==> config.mk <==
export PLATFORM = sky130hd
export DESIGN_NAME = pwm_capture_flat
export DESIGN_NICKNAME = d
export VERILOG_FILES = /design/src/rtl/pwm_capture_if.sv /design/src/rtl/pwm_capture.sv /design/src/flat_wrapper.sv
export SDC_FILE = /design/constraint.sdc
export NUM_CORES = 1
export LEC_CHECK = 0
export CAP_MARGIN = 20
export CORE_UTILIZATION = 55
export CTS_CLUSTER_SIZE = 10
export DETAILED_ROUTE_END_ITERATION = 8
export GPL_TIMING_DRIVEN = 0
export PLACE_DENSITY = 0.84
export REMOVE_ABC_BUFFERS = 1
export SLEW_MARGIN = 25
export SYNTH_ARGS = -nofsm -noshare
export SYNTH_HDL_FRONTEND = slang
export SYNTH_SLANG_ARGS = --single-unit
==> constraint.sdc <==
create_clock -name clk -period 2.4 [get_ports clk]
set_input_delay 0.36 -clock clk [delete_from_list [all_inputs] [get_ports clk]]
set_output_delay 0.36 -clock clk [all_outputs]
set_load 0.02 [all_outputs]
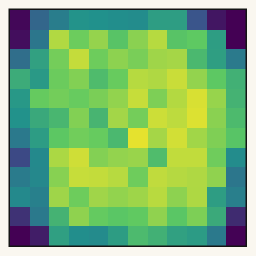
(placement density heat map)
Drawn at 2 px/um. 12 x 12 tiles, from dark purple (low) to yellow (high), 0 to 100% covered.
3.5% of the tiles are nearly empty. The mean over all tiles is 66%. 51% of the tiles are over 75% full. The fullest tile reaches 96%.
Std-Cell Core Area: 0.0128 sq mm
starting density of the core: 57.5%
final core utilization: 73.4%

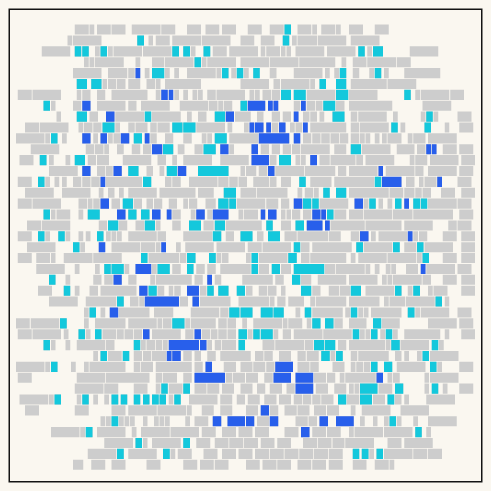
(logic cells by family)
Drawn at 4 px/um.
Blue shows NOR gates, cells 86, most used nor2_1. Cyan shows inverting AOI/OAI gates, cells 180, most used a21oi_1, where widely spread.
Comb area share: 45.1%
most frequent logic cell in the layout: nand2_1
Layout Cells excl Fill: 1208

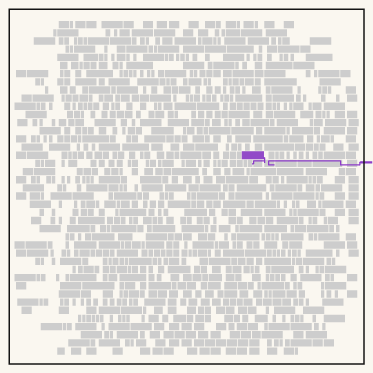
(port wiring)
Drawn at 3 px/um.
Purple shows `line_stuck`, direction output, edge east, end cells 1, buffers 1, wire 43.8 um.
IO Pins: 112
number of port buffers: 111

==> run summary <==
Observations from the implementation run.

Logic synthesis:
- The run puts the share of synthesized area occupied by flip-flops and latches at 38.8%.
- The run puts the synthesized flop and latch total at 143.
- In the post-synthesis netlist, the biggest area contributors are dfxtp_1 (39%), nand2_1 (9.5%), nand4_1 (6.4%).
- The run puts the compound-gate portion of the synthesized area at 15.5%.
- The synthesized netlist devotes 34.8% of its cell area to simple gates.
- The run puts the tally of unique sky130hd cells used after synthesis at 59.
- Before any placement, the netlist area is recorded as 0.00737 sq mm.
- The biggest area contributor in the post-synthesis netlist is dfxtp_1.
- The run puts the average footprint of a synthesized cell at 7.80 sq um.
- The run gives the synthesis area per yosys as 0.00737 sq mm.
- The run puts the cell count after synthesis at 945.

Power:
- The run gives the switching power total as 0.00112 W.
- The run puts the internal power at 0.00406 W.
- The run puts the final total power at 0.00518 W.
- The clock network burns 49.4% of the power.
- Summed over all cells, the static leakage comes to 3.06 nW.
- The run gives the power share of the sequential group as 46.1%.
- The run gives the combinational cell fraction of total power as 4.6%.

Final timing:
- The run gives the achievable frequency as 420 MHz.
- Pins over their slew limit in the final report were tallied at 0.
- The last timing report of the flow puts the setup violation total at 0.
- The most critical hold endpoint after final layout shows a slack of 354 ps.
- The run puts the slew at the pin closest to its max-slew limit at 838 ps.

Routing:
- The run puts the routed wire length at 21.9 mm.
- The run gives the post-detailed-route DRC marker count as 0.
- The run puts the first-pass iteration count of the detailed router at 6.

Critical path:
- The run puts the arrival time of the worst setup path at 2690 ps.

Layout:
- The run puts the growth of design area from synthesis to finish at 27.7%.
- The run puts the tally of filler cells in the layout at 982.
- The run gives the footprint of the flip-flops and latches as 0.00289 sq mm.

Place:
- In this run, placement finished with an instance count of 1162.

CTS:
- The run gives the number of buffers created by CTS as 17.
- The run gives the maximum buffer depth of the clock tree as 2.
- The run puts the number of sinks handled by clock tree synthesis at 143.
- The run gives the hold buffer count at cts as 0.

Hold path:
- The run puts the worst hold path depth at 2.

Floorplan:
- Per the OpenROAD floorplan log, the height of the die is 118 um.
- The die covers 0.0139 sq mm.

Run status:
- The flow ran to the end, and the final reports show no timing, DRC or antenna violations.

Flow run:
- Warnings raised by the tools during the run amount to 25.

Global route:
- The run gives the largest net degree at the start of global routing as 65.
- The run puts the remaining global-route overflow at 0.
critical path, cell delays in order (launching register included):
cell,delay (ps)
dfxtp_1,500
xnor2_1,160
nand4_1,170
nor4_2,420
nand4_1,230
buf_6,240
buf_6,150
buf_6,160
a22oi_1,160
nand2_1,80
cell type report:
type | count | share of cell area (%)
clock inverters | 7 | 0.904
inverters | 23 | 0.957
well taps | 172 | 2.29
multi-input cells | 705 | 45.1
flip-flops and latches | 143 | 30.6
repair buffers | 132 | 15.0
repair inverters | 1 | 0.0532
clock buffers | 25 | 5.05
repair_timing:
item	4_1_cts	5_1_grt
pin swaps	4	4
endpoints found under the setup margin	62	57
setup buffers	4	8
gates cloned	1	1
resized	13	29
metal layers:
metal / GRT usage [%] / part of all wire, % / routed length [um]
met1: 42.0 / 42 / 9160
met2: 49.3 / 46 / 10100
met3: 6.01 / 9.5 / 2080
met4: 12.6 / 2.5 / 556
met5: 0 / 0 / 0
power by group through the flow:
stage	Sequential, W	Combinational [W]	Clock (W)
finish	0.00239	0.000236	0.00256
global route	0.00238	0.000253	0.00268
CTS	0.00238	0.000227	0.00256
detailed placement	0.00244	0.000223	0
global placement	0.00244	0.000204	0
floorplan	0.00243	0.0000858	0
layout by cell type (no fill, tap or decap), types with 6 or more instances in the layout:
master	n
nand3_1	44
and3_1	32
and4_1	6
buf_4	11
nor4_2	8
inv_1	22
o31ai_1	14
a32oi_1	8
xnor2_1	33
nor4_1	23
o22ai_1	8
o21ai_0	20
nor2_1	25
a22oi_1	9
dfxtp_2	15
dfxtp_1	127
clkbuf_1	6
a21oi_1	83
o2111ai_1	11
or4b_1	6
nand2_1	185
clkdlybuf4s50_1	110
nand4_1	76
a31oi_1	14
clkbuf_16	17
nor3_1	14
nand4b_1	6
Power figures rest on the tool's default switching activity, not on a simulated workload.
